$ cat src/rtl/pic_pkg.sv
// Shared types for the interrupt priority / in-service block: FSM states, 3-bit level, reset constants.
package pic_pkg;

  typedef enum logic {ST_IDLE, ST_ACK1} pic_state_t;

  typedef logic [2:0] level_t;

  localparam level_t LOWEST_PTR_RESET = 3'd7;
  localparam level_t LEVEL_SPURIOUS   = 3'd7;

  function automatic logic [7:0] level_onehot(input level_t lvl);
    return 8'b0000_0001 << lvl;
  endfunction

endpackage

$ cat src/rtl/pic_priority_encoder.sv
// Rotated priority encoder: level (i_lowest_ptr+1) mod 8 ranks highest; o_rank 0 = highest priority.
// Purely combinational, zero latency, no flow control.
module pic_priority_encoder
  import pic_pkg::*;
(
  input  logic [7:0] i_vec,
  input  level_t     i_lowest_ptr,
  output logic       o_vld,
  output level_t     o_level,
  output level_t     o_rank
);

  // Walk from lowest to highest priority so the last hit (highest priority) wins.
  always_comb begin
    o_vld   = 1'b0;
    o_level = '0;
    o_rank  = '0;
    for (int i = 7; i >= 0; i--) begin
      if (i_vec[level_t'(i_lowest_ptr + 3'd1 + level_t'(i))]) begin
        o_vld   = 1'b1;
        o_level = level_t'(i_lowest_ptr + 3'd1 + level_t'(i));
        o_rank  = level_t'(i);
      end
    end
  end

endmodule

$ cat src/rtl/priority_in_service.sv
// 8259-style priority resolver + in-service register with two-pulse INTA sequencing; vector/clear outputs one cycle after each ack edge.
// No backpressure; optional priority rotation on EOI is built only with PIC_PRIORITY_ROTATE_EN defined.
module priority_in_service
  import pic_pkg::*;
(
  input  logic       clk,
  input  logic       reset_n,
  input  logic [7:0] interrupt_req_register,
  input  logic [7:0] interrupt_mask,
  input  logic       inta_n,
  input  logic       eoi_cmd,
  input  logic       seoi_cmd,
  input  logic [2:0] seoi_level,
  input  logic       aeoi_mode,
  input  logic       rotate_on_eoi,
  input  logic [4:0] vector_base,
  output logic       int_out,
  output logic [7:0] clear_interrupt_req,
  output logic [7:0] in_service_register,
  output logic [7:0] vector_out,
  output logic       vector_valid
);

  pic_state_t r_state, w_state_nxt;
  logic       r_inta_n_q;
  logic [7:0] r_isr;
  logic [7:0] r_clear;
  logic [7:0] r_vector;
  logic       r_vector_vld;
  level_t     r_pending;
  logic       r_spurious;
  level_t     w_lowest_ptr;

  logic       w_ack_edge, w_ack1, w_ack2;
  logic [7:0] w_eligible;
  logic       w_req_vld, w_isr_vld, w_winner_vld;
  level_t     w_req_level, w_req_rank, w_isr_level, w_isr_rank;
  logic       w_aeoi_clr, w_eoi_clr;
  logic [7:0] w_isr_set, w_isr_clr, w_isr_nxt;

`ifdef PIC_PRIORITY_ROTATE_EN
  level_t r_lowest_ptr;
  assign w_lowest_ptr = r_lowest_ptr;
`else
  logic w_unused_rotate;
  assign w_unused_rotate = rotate_on_eoi;
  assign w_lowest_ptr    = LOWEST_PTR_RESET;
`endif

  assign w_ack_edge = r_inta_n_q & ~inta_n;
  assign w_ack1     = (r_state == ST_IDLE) && w_ack_edge;
  assign w_ack2     = (r_state == ST_ACK1) && w_ack_edge;
  assign w_eligible = interrupt_req_register & ~interrupt_mask;

  pic_priority_encoder u_req_enc (
    .i_vec        (w_eligible),
    .i_lowest_ptr (w_lowest_ptr),
    .o_vld        (w_req_vld),
    .o_level      (w_req_level),
    .o_rank       (w_req_rank)
  );

  pic_priority_encoder u_isr_enc (
    .i_vec        (r_isr),
    .i_lowest_ptr (w_lowest_ptr),
    .o_vld        (w_isr_vld),
    .o_level      (w_isr_level),
    .o_rank       (w_isr_rank)
  );

  // Fully nested: a request must strictly outrank everything already in service.
  assign w_winner_vld = w_req_vld && (!w_isr_vld || (w_req_rank < w_isr_rank));

  assign w_aeoi_clr = w_ack2 && aeoi_mode && !r_spurious;
  assign w_eoi_clr  = eoi_cmd && !seoi_cmd && w_isr_vld;

  always_comb begin
    w_isr_set = (w_ack1 && w_winner_vld) ? level_onehot(w_req_level) : 8'h00;
    w_isr_clr = 8'h00;
    if (seoi_cmd)   w_isr_clr = w_isr_clr | level_onehot(seoi_level);
    if (w_eoi_clr)  w_isr_clr = w_isr_clr | level_onehot(w_isr_level);
    if (w_aeoi_clr) w_isr_clr = w_isr_clr | level_onehot(r_pending);
    // Set applied after clear so a coincident set/clear leaves the bit set.
    w_isr_nxt = (r_isr & ~w_isr_clr) | w_isr_set;
  end

  always_comb begin
    w_state_nxt = r_state;
    int_out     = 1'b0;
    case (r_state)
      ST_IDLE: begin
        int_out = w_winner_vld;
        if (w_ack_edge) w_state_nxt = ST_ACK1;
      end
      ST_ACK1: begin
        if (w_ack_edge) w_state_nxt = ST_IDLE;
      end
      default: w_state_nxt = ST_IDLE;
    endcase
  end

  always_ff @(posedge clk or negedge reset_n) begin
    if (!reset_n) begin
      r_state      <= ST_IDLE;
      r_inta_n_q   <= 1'b1;
      r_isr        <= 8'h00;
      r_clear      <= 8'h00;
      r_vector     <= 8'h00;
      r_vector_vld <= 1'b0;
      r_pending    <= '0;
      r_spurious   <= 1'b0;
    end else begin
      r_state      <= w_state_nxt;
      r_inta_n_q   <= inta_n;
      r_isr        <= w_isr_nxt;
      r_clear      <= w_isr_set;
      r_vector_vld <= w_ack2;
      if (w_ack1) begin
        r_pending  <= w_winner_vld ? w_req_level : LEVEL_SPURIOUS;
        r_spurious <= !w_winner_vld;
      end
      if (w_ack2) r_vector <= {vector_base, r_pending};
    end
  end

`ifdef PIC_PRIORITY_ROTATE_EN
  always_ff @(posedge clk or negedge reset_n) begin
    if (!reset_n) begin
      r_lowest_ptr <= LOWEST_PTR_RESET;
    end else if (rotate_on_eoi) begin
      if (w_aeoi_clr)     r_lowest_ptr <= r_pending;
      else if (w_eoi_clr) r_lowest_ptr <= w_isr_level;
    end
  end
`endif

  assign clear_interrupt_req = r_clear;
  assign in_service_register = r_isr;
  assign vector_out          = r_vector;
  assign vector_valid        = r_vector_vld;

endmodule

$ cat config.mk
export PLATFORM = sky130hd
export DESIGN_NAME = priority_in_service
export DESIGN_NICKNAME = d
export VERILOG_FILES = /design/src/rtl/pic_pkg.sv /design/src/rtl/pic_priority_encoder.sv /design/src/rtl/priority_in_service.sv
export SDC_FILE = /design/constraint.sdc
export NUM_CORES = 1
export LEC_CHECK = 0
export CORE_AREA = 10 10 72 74
export DETAILED_ROUTE_END_ITERATION = 16
export DIE_AREA = 0 0 82 84
export PLACE_DENSITY = 0.89
export SYNTH_ARGS = -nofsm -noshare
export SYNTH_HDL_FRONTEND = slang
export SYNTH_SLANG_ARGS = --single-unit
$ cat constraint.sdc
create_clock -name clk -period 2.5 [get_ports clk]
set_input_delay 0.5 -clock clk [delete_from_list [all_inputs] [get_ports clk]]
set_output_delay 0.5 -clock clk [all_outputs]
set_load 0.02 [all_outputs]
**Run 1: the clock network**

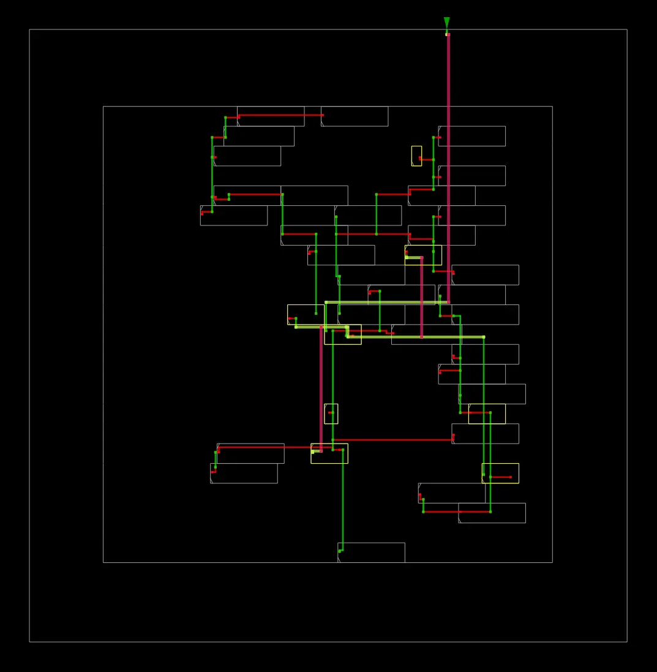
Clock Skew: 0.00876 ns
flip-flops: 31
worst-skew pair later-pin latency: 0.28 ns

**Run 1: layout detail**

The bar under the picture is 20 µm long. Window x 16 to 66, y 34 to 84 µm. Cells in grey, sequential cells in the stronger grey; small squares are vias.
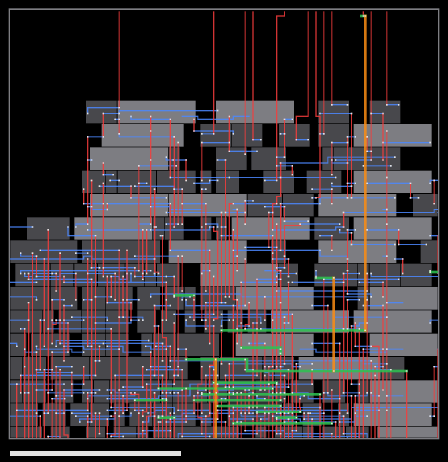
Red shows met2. Green shows met3. Blue shows met1. Orange shows met4.
Most frequent: dfrtp_1 (23), buf_4 (20), nor2_1 (14). Sequential cells in the window: 25. Netlist names of flops here include vector_out (8), clear_interrupt_req (6), in_service_register (4). 147 logic cells have their middle in the window.

==> notes.md, run 1 <==
Quick summary of the implementation run below.

For this run, the leading register cell type out of synthesis is dfrtp_1. Per the timing report, the most critical flop-to-flop path originates at in_service_register[1]$_DFF_PN0_. The cell sequence reported for the critical path is nor4_4 -> nand2_2 -> ha_4 -> o21a_1 -> o22ai_2 -> a21o_2 -> and3_4 -> buf_6.

The highest-delay cell along the critical path is dfrtp_1. For the worst min-delay path, the startpoint reported by OpenROAD is vector_out[7]$_DFFE_PN0P_. The measured slew at the worst slew-check pin is 0.589 ns. The power in the clock group is 405 µW. The clock drives 31 sinks. For the completed layout, the total cell area is recorded as 2760 µm². The maximum VDD drop is 527 µV.

Pin placement for this block handled 57 I/O pins. The number of nets in the synthesized netlist came out at roughly 200. The smallest hold slack is between 0.5 and 0.6 ns. Global routing consumed, on the met1 layer, around 17% of the routing resources. The worst-path maximum fanout is 2. The footprint of the flip-flops and latches is roughly 780 µm².

The number of search-and-repair iterations in the first detailed-routing pass is 4. The clock network accounts for 16.6% of the total power. The worst path uses 108% of the clock period.

The max-cap check violation count came out at 0. The number of clock buffers added by TritonCTS is 5. Setup repair after global routing could not meet its margin everywhere. Looking at the global route congestion table, the highest-usage layer is met2. After detailed routing, the average wire length per cell comes to 16.7 µm.

The Yosys warning count is 0. The core utilization of the finished layout came out at a little under three quarters. The net total in the final layout is a little under 300.

The footprint of the multi-input gates came out at 1020 µm². In this run, the synthesized area fraction spent on and/or/nand/nor cells is recorded as 24.2%. The post-synthesis cell count from yosys is 165. The total length of routed wires is 5.14 mm.

The number of ordinary and repair buffers in the finished layout is 89. The count of vias placed by the detailed router came out at roughly 1700. The mean instance size in the synthesized netlist is 10.1 µm². The endpoint identified for the worst register-to-register timing path is in_service_register[7]$_DFF_PN0_. The critical path starts at in_service_register[1]$_DFF_PN0_.

The script reports the combined buffer and inverter count of the critical path as 1. The fraction of synthesized cell area taken by the top area cell type came out at 45.2%. The number of clock buffers in the layout is 7.

Endpoints failing hold in the final report were tallied at 0. The area share of and-or/or-and cells after synthesis came out at 18.1%. The sequential fraction of design power is approximately 31%. The first-pass GRT wire length is 8.34 mm. The OpenROAD warning count is 30. After clock tree synthesis, the repair step resized approximately 46 gates. The endpoint of the worst hold-timing path is vector_out[7]$_DFFE_PN0P_.

The synthesis run shows the most used standard cells to be dfrtp_1, nor2_1, nand2b_1. The biggest power consumer among the groups is combinational cells. The initial standard-cell utilization of the core is 43.0%. The proportion of synthesized flip-flops having asynchronous set or reset came out at 100%. The combinational power came out at 1.29 mW. The tap cell count came out at about 50. Total power normalized to cell area comes to 885 nW/µm². The post-synthesis sequential element count came out at 31. The count of multi-input combinational gates came out at between 100 and 150. The number of antenna diodes came out at 0.

The clock-pin slew reported for the worst setup and hold paths after clock tree synthesis is 0.07 ns. The maximum single-stage delay on the critical path came out at between 0.4 and 0.5 ns. The count of final setup violators came out at 1. Per the cell usage report, the commonest logic cell in the layout is clkdlybuf4s50_1. The placer's final routability congestion estimate is approximately 0.9. The run finished, with violations left. Among cell families on the critical path, the largest total delay comes from simple AND/OR/NAND/NOR gates. The standby leakage power came out at between 1 and 1.5 nW. The DRC violation total left in the routed layout is recorded as 0. Yosys instantiated no cell more often than dfrtp_1. The sequential portion of the cell area is between 20 and 30%. Before any placement, the netlist area is recorded as 1660 µm². TritonCTS built the clock tree. For this run, global-route usage on met3 was measured as approximately 4.7%. The number of violations reported at the end of detailed-routing iteration 0 came out at 272. The clock period minus worst slack came out at 2.69 ns.

The die boundary width is around 80 µm. The switching power came out at 902 µW. The amount of wire on met3 after detailed routing came out at 482 µm. Signal routing reaches up to met4. Before CTS, the worst setup slack after placement is -0.962 ns. The fraction of cell area in non-clock buffers came out at 28.4%. The count of hold-fix buffers inserted at cts came out at 0. The via count normalized by instance count came out at 5.37.

The top achievable clock speed came out at 0.372 GHz. The final timing report lists a max-slew violation count of 0. The detailed placement HPWL came out at 3.83 mm. The count of fill cells added during filler insertion is 277. The area growth from synthesis to final layout came out at 66.1%. The initial antenna violation count came out at 0.

The detailed-routing wirelength on met1 came out at 1.97 mm. The area of the core region came out at about 3900 µm². The clock network area share is 3.32%. The overall routing resource usage is around 15%.

The global routing report lists met2 layer usage as 25.7%. Summed over all nets, wire length on met2 after detailed routing comes to 2.61 mm. The number of cells traversed by the worst register-to-register path is 9. The logic share of the area came out at a little under two fifths. The number of flops mapped to enable cells by yosys came out at 0. The worst-case clock buffer depth is 2. The critical path crosses 8 cells after its start point. During placement, the flow inserted port buffers numbering between 50 and 60. In the setup report, the worst path falls into the class flop to output pin. The distinct cell type count of the synthesized netlist is 42.

The headroom to the max-slew limit came out at 60.3%. Total power for the finished layout comes to ~2.4 mW. Along the worst hold path, the cell count comes to 1. The slack of the worst reg-to-reg path came out at 0.24 ns.

The cell count after placement is 294. The buffer count from post-CTS setup fixing came out at 3. Among the non-sequential cells, simple AND/OR/NAND/NOR gates take the most area. STA classifies the critical path startpoint as a flop.

By area the synthesized netlist is led by dfrtp_1, nand2b_1, mux2_2. The critical path data required time came out at 2.00 ns. The synthesized instance count is 165. The critical path arrival is 2.19 ns. After the flow finishes, the layout carries non-filler instances totaling 308.

The fraction of power spent switching nets is 37.0%. The die span in y is 84 µm. The tightest min-delay check is of the flop to flop type.

The via count of the first global-routing pass is 1750. Per the detailed placement report, the placed cell area equals 2460 µm². Across all setup checks in the final design, the least slack found is -0.188 ns.

The chip area came out at approximately 6900 µm². Among all cell classes, the greatest summed area belongs to multi-input combinational cells. The checks that failed: setup timing. The cell type with the largest total area after synthesis is dfrtp_1. The synthesis area per yosys came out at 1660 µm².
**Run 1: register map, names as in the netlist**

The bar under the picture is 20 µm long. Other sequential cells in the stronger grey, the rest of the logic in the fainter grey.
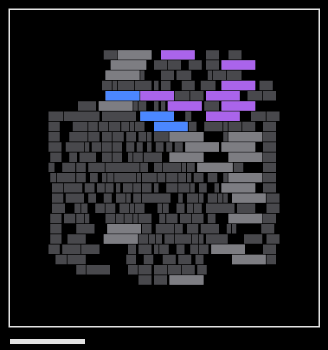
Blue shows r_pending, sequential cells 3. Purple shows vector_out, sequential cells 8.

==> run 2: changes to the inputs <==
Settings changed: CORE_AREA 10 10 72 74 to 10 10 71 73, CTS_BUF_LIST set to sky130_fd_sc_hd__clkbuf_8, DIE_AREA 0 0 82 84 to 0 0 81 83, PLACE_DENSITY 0.89 to 0.91.
**Run 2: layout detail**

The bar under the picture is 20 µm long. Window x 16 to 66, y 33 to 83 µm. Cells in grey, sequential cells in the stronger grey; small squares are vias.
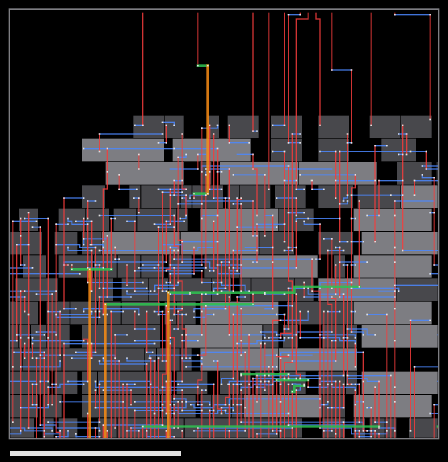
Blue shows met1. Green shows met3. Red shows met2. Orange shows met4.
131 logic cells have their middle in the window. Sequential cells in the window: 22. Most frequent: dfrtp_1 (21), buf_4 (19). Netlist names of flops here include vector_out (7), clear_interrupt_req (5), in_service_register (3).

**Run 2: met1 routing**

The bar under the picture is 20 µm long.
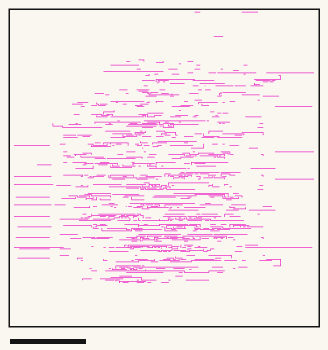
The layer carries 1970 µm of wire. The longest straight run is 20.7 µm. The wires run mostly horizontal. The layer holds 37% of the routed length. 261 nets have wire on it.

==> run 2 against run 1 <==
Compared with the run above:
- the run still ends with setup timing left
- sequential power increased by 1%
- fmax decreased by 1.6%
- wire length increased by 4.4%
- cell area increased by 1.3%
- critical path type unchanged
- count of clock-buffer cells in the layout decreased by 1
- flip-flop count unchanged
- area after synthesis unchanged
- largest cell class unchanged
- clock power increased by 26%
- highest routed layer unchanged
- global-route usage increased by 0.45 points
==> notes.md, run 2 <==
Quick summary of the implementation run below.

The run finished, with violations left. The final reports fail on setup timing. The die boundary width is 81 µm (-1.2%). The detailed placement HPWL came out at 3.76 mm (-1.9%). The number of clock buffers in the layout came out at 6 (-1). The core utilization of the finished layout is 76.8% (+5.3 points). The clock latency at the later pin of the worst-skew pair is 0.29 ns (about the same). The total clock sinks is 31 (unchanged). The group that draws the most power in this run is combinational cells. Among the non-sequential cells, simple AND/OR/NAND/NOR gates take the most area. The via count normalized by instance count is 5.55 (+3.3%).

The count of multi-input combinational gates is 125 (unchanged). The critical path data required time came to 2.00 ns (about the same). The fraction of power spent switching nets came out at 36.0% (-0.95 points). The setup slack after layout is -0.231 ns (-0.0426 ns). The number of endpoints with negative hold slack in the final report came out at 0 (unchanged). The number of search-and-repair iterations in the first detailed-routing pass was 4 (unchanged). The number of antenna diodes is 0 (unchanged). In the final design, more cell area goes to multi-input combinational cells than to any other class. The total power of the final layout came out at 2.57 mW (+5.4%). The synthesis area per yosys is 1660 µm² (unchanged). The footprint of the flip-flops and latches came out at 778 µm² (unchanged). The met3 usage came out at 4.53% (-0.22 points).

The worst reg2reg path endpoint is in_service_register[2]$_DFF_PN0_. The uppermost layer routed is met4. The standby leakage power is 1.24 nW (+2.0%). The number of violations reported at the end of detailed-routing iteration 0 is 108 (-60%). The proportion of synthesized flip-flops having asynchronous set or reset came out at 100% (unchanged). The number of top-level design ports is 57 (unchanged).

The slack of the worst reg-to-reg path came out at 0.21 ns (-0.03 ns). The area share of and-or/or-and cells after synthesis is 18.1% (unchanged). The TritonCTS buffer count came out at 5 (unchanged).

The number of buffer and inverter instances along the worst setup path came to 1 (unchanged). The maximum VDD drop is 561 µV (+6.4%). The clock network area share came out at 4.22% (+0.90 points). The maximum single-stage delay on the critical path came to 0.41 ns (about the same).

The most used routing layer is met2. The cell depth of the worst setup path is 8 (unchanged). In this run the critical path is formed by nor4_4 -> nand2_1 -> ha_4 -> o21a_1 -> o22ai_2 -> a21o_2 -> and3_4 -> buf_6. The tightest min-delay check is of the flop to flop type. The count of vias placed by the detailed router is 1697 (+2.7%). The detail-routed net length per standard cell was 17.6 µm (+5.1%).

The post-synthesis sequential element count came to 31 (unchanged). The commonest cells after synthesis are dfrtp_1, nor2_1, nand2b_1. The power share of the clock group is 19.8% (+3.2 points). The count of final setup violators is 1 (unchanged).

The number of port buffers was 55 (unchanged). The count of hold-fix buffers inserted at cts came to 0 (unchanged). The worst-path maximum fanout came out at 2 (unchanged).

Setup repair after global routing could not meet its margin everywhere. The buffer count from post-CTS setup fixing came to 3 (unchanged). The footprint of the multi-input gates was 1030 µm² (+0.74%).

The measured slew at the worst slew-check pin is 0.551 ns (-0.0385 ns). The worst register-to-register path begins at in_service_register[7]$_DFF_PN0_. The sequential fraction of design power was 29.2% (-1.3 points). The combinational power came out at 1.31 mW (about the same).

The cell type that accounts for the most area after synthesis is dfrtp_1. The count of cells along the worst hold path is 1 (unchanged). The number of cells traversed by the worst register-to-register path is 13 (+4). The placer's final routability congestion estimate came out at 0.872 (-5.0%). The headroom to the max-slew limit is 62.9% (+2.6 points). The number of flops mapped to enable cells by yosys is 0 (unchanged). The sequential portion of the cell area was 27.9% (-0.35 points). The worst-case clock buffer depth came out at 2 (unchanged). The cell area after synthesis is 1660 µm² (unchanged). The area of the core region was 3630 µm² (-5.8%).

The cell count after placement is 290 (-1.4%). The total length of routed wires came out at 5.37 mm (+4.4%).
==> run 3: changes to the inputs <==
Settings changed: SLEW_MARGIN set to 20.
**Run 3: layout detail**

The bar under the picture is 20 µm long. Window x 16 to 66, y 33 to 83 µm. Cells in grey, sequential cells in the stronger grey; small squares are vias.
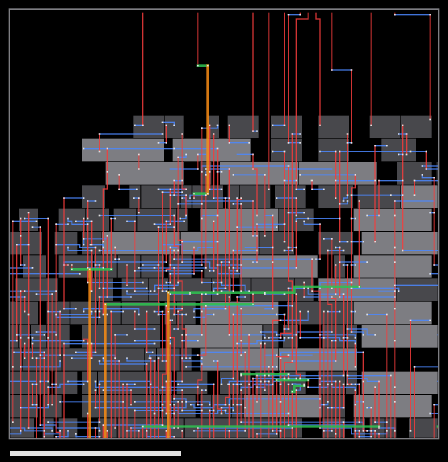
Orange shows met4. Red shows met2. Green shows met3. Blue shows met1.
Sequential cells in the window: 22. 131 logic cells have their middle in the window. Netlist names of flops here include vector_out (7), clear_interrupt_req (5), in_service_register (3). Most frequent: dfrtp_1 (21), buf_4 (19).

**Run 3: met1 routing**

The bar under the picture is 20 µm long.
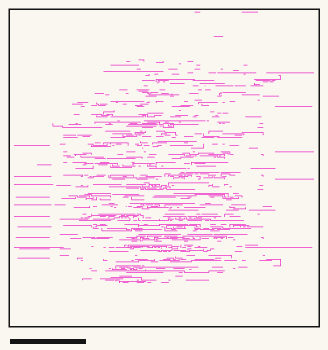
The layer carries 1970 µm of wire. The layer holds 37% of the routed length. The wires run mostly horizontal. 261 nets have wire on it. The longest straight run is 20.7 µm.

==> run 3 against run 2 <==
Compared with the run above:
- the run still ends with setup timing left
- sequential power is essentially flat
- register-to-register slack barely moved
- sequential share of layout area unchanged
- critical path depth is the same
- utilization unchanged
==> notes.md, run 3 <==
Quick summary of the implementation run below.

The flow ran to the end, but the final reports show violations. The checks that failed: setup timing. The count of final setup violators came out at 1 (unchanged). The worst-case clock buffer depth came out at 2 (unchanged). The count of cells along the worst hold path came to 1 (unchanged).

Once the clock tree was built, the resizer swapped around 47 gates to a different size. The setup slack after layout is -0.231 ns (unchanged). The signal on the critical path passes through nor4_4 -> nand2_1 -> ha_4 -> o21a_1 -> o22ai_2 -> a21o_2 -> and3_4 -> buf_6.

The number of search-and-repair iterations in the first detailed-routing pass came to 4 (unchanged). The number of clock buffers in the layout came out at 6 (unchanged). The chip area came out at 6720 µm².

The registers of the reported paths see a clock transition of approximately 0.060 ns. The cell count after placement came to 290 (unchanged). The count of hold-fix buffers inserted at cts came to 0 (unchanged). The measured slew at the worst slew-check pin is 0.551 ns (unchanged). Derived from the worst setup path, the maximum achievable clock frequency is 0.366 GHz. The count of vias placed by the detailed router is 1697 (unchanged). The portion of the clock cycle consumed by the worst path in the final layout is 109%. The TritonCTS clock tree is built. The tightest min-delay check is of the flop to flop type. Looking at the global route congestion table, the highest-usage layer is met2. The buffer count from post-CTS setup fixing came to 3 (unchanged). The number of cells traversed by the worst register-to-register path is 13 (unchanged).

In the synthesized netlist, the cells that appear most often are dfrtp_1, nor2_1, nand2b_1. The part of the Yosys area used for sequential elements came out at a little under half. Setup repair after global routing could not meet its margin everywhere. The number of port buffers came out at 55 (unchanged). The worst setup path is launched from a flop. The total length of routed wires came out at 5.37 mm (unchanged).

The uppermost layer routed is met4. The endpoint identified for the worst register-to-register timing path is in_service_register[2]$_DFF_PN0_. The placer's final routability congestion estimate is 0.872 (unchanged). The count of fill cells added during filler insertion came out at 241. The total power of the final layout came out at 2.57 mW (unchanged). The power share of the clock group is 19.8% (about the same). The antenna violation net count after detailed routing came out at 0.

The detail-routed net length per standard cell is 17.6 µm (unchanged). The simple-gate area share of the yosys netlist came out at about a quarter. The synthesis area per yosys came out at 1660 µm² (unchanged). For this run, global-route usage on met1 was measured as 17.6%. The die boundary width is 81 µm (unchanged).

The slack of the worst reg-to-reg path came to 0.21 ns (about the same). STA lists the startpoint of the worst register-to-register path as in_service_register[7]$_DFF_PN0_. The number of violations reported at the end of detailed-routing iteration 0 was 108 (unchanged). The critical path data required time is 2.00 ns (about the same). The highest-delay cell along the critical path is dfrtp_1. The number of endpoints with negative hold slack in the final report was 0 (unchanged). The sequential portion of the cell area is 27.9% (unchanged).

The number of top-level design ports came to 57 (unchanged). The maximum single-stage delay on the critical path is 0.41 ns (about the same). The fraction of power spent switching nets is 36.0% (unchanged). The maximum VDD drop was 561 µV (unchanged). The cell area after synthesis came out at 1660 µm² (unchanged).

The count of multi-input combinational gates is 125 (unchanged). The portion of synthesized area spent on multiplexers is 5.43%. The biggest power consumer among the groups is combinational cells. The clock network area share came out at 4.22% (unchanged). The cell group occupying the most layout area is multi-input combinational cells.

The power density of the placed cells is 921 nW/µm². The clock latency at the later pin of the worst-skew pair came to 0.29 ns (about the same). The standby leakage power is 1.24 nW (unchanged).

The detailed placement HPWL came out at 3.76 mm (unchanged). The via count normalized by instance count came out at 5.55 (unchanged). The footprint of the multi-input gates came out at 1030 µm² (unchanged). The power in the clock group is 509 µW.

The area of the core region is 3630 µm² (unchanged). The sequential fraction of design power was 29.2% (about the same). The area share of and-or/or-and cells after synthesis is 18.1% (unchanged).

The total clock sinks is 31 (unchanged). The number of nets in the synthesized netlist came out at 200. The amount of wire on met3 after detailed routing came out at between 400 and 500 µm.

The post-synthesis sequential element count is 31 (unchanged). The number of antenna diodes came to 0 (unchanged). The biggest combinational cell group after synthesis is simple AND/OR/NAND/NOR gates.

The met3 usage came out at 4.53% (unchanged). The TritonCTS buffer count came out at 5 (unchanged). The core utilization of the finished layout is 76.8% (unchanged).

The combinational power is 1.31 mW (about the same). The number of flops mapped to enable cells by yosys came out at 0 (unchanged). The worst-path maximum fanout was 2 (unchanged). The headroom to the max-slew limit is 62.9% (unchanged). Summed over all instances, the cell type with the most area after synthesis is dfrtp_1. The via count of the first global-routing pass came out at approximately 1800. In this run the mean area of a mapped cell was 10.1 µm². The proportion of synthesized flip-flops having asynchronous set or reset was 100% (unchanged). The cell depth of the worst setup path came to 8 (unchanged). The number of buffer and inverter instances along the worst setup path came out at 1 (unchanged).

The footprint of the flip-flops and latches is 778 µm² (unchanged).
Power and IR drop assume default switching activity.
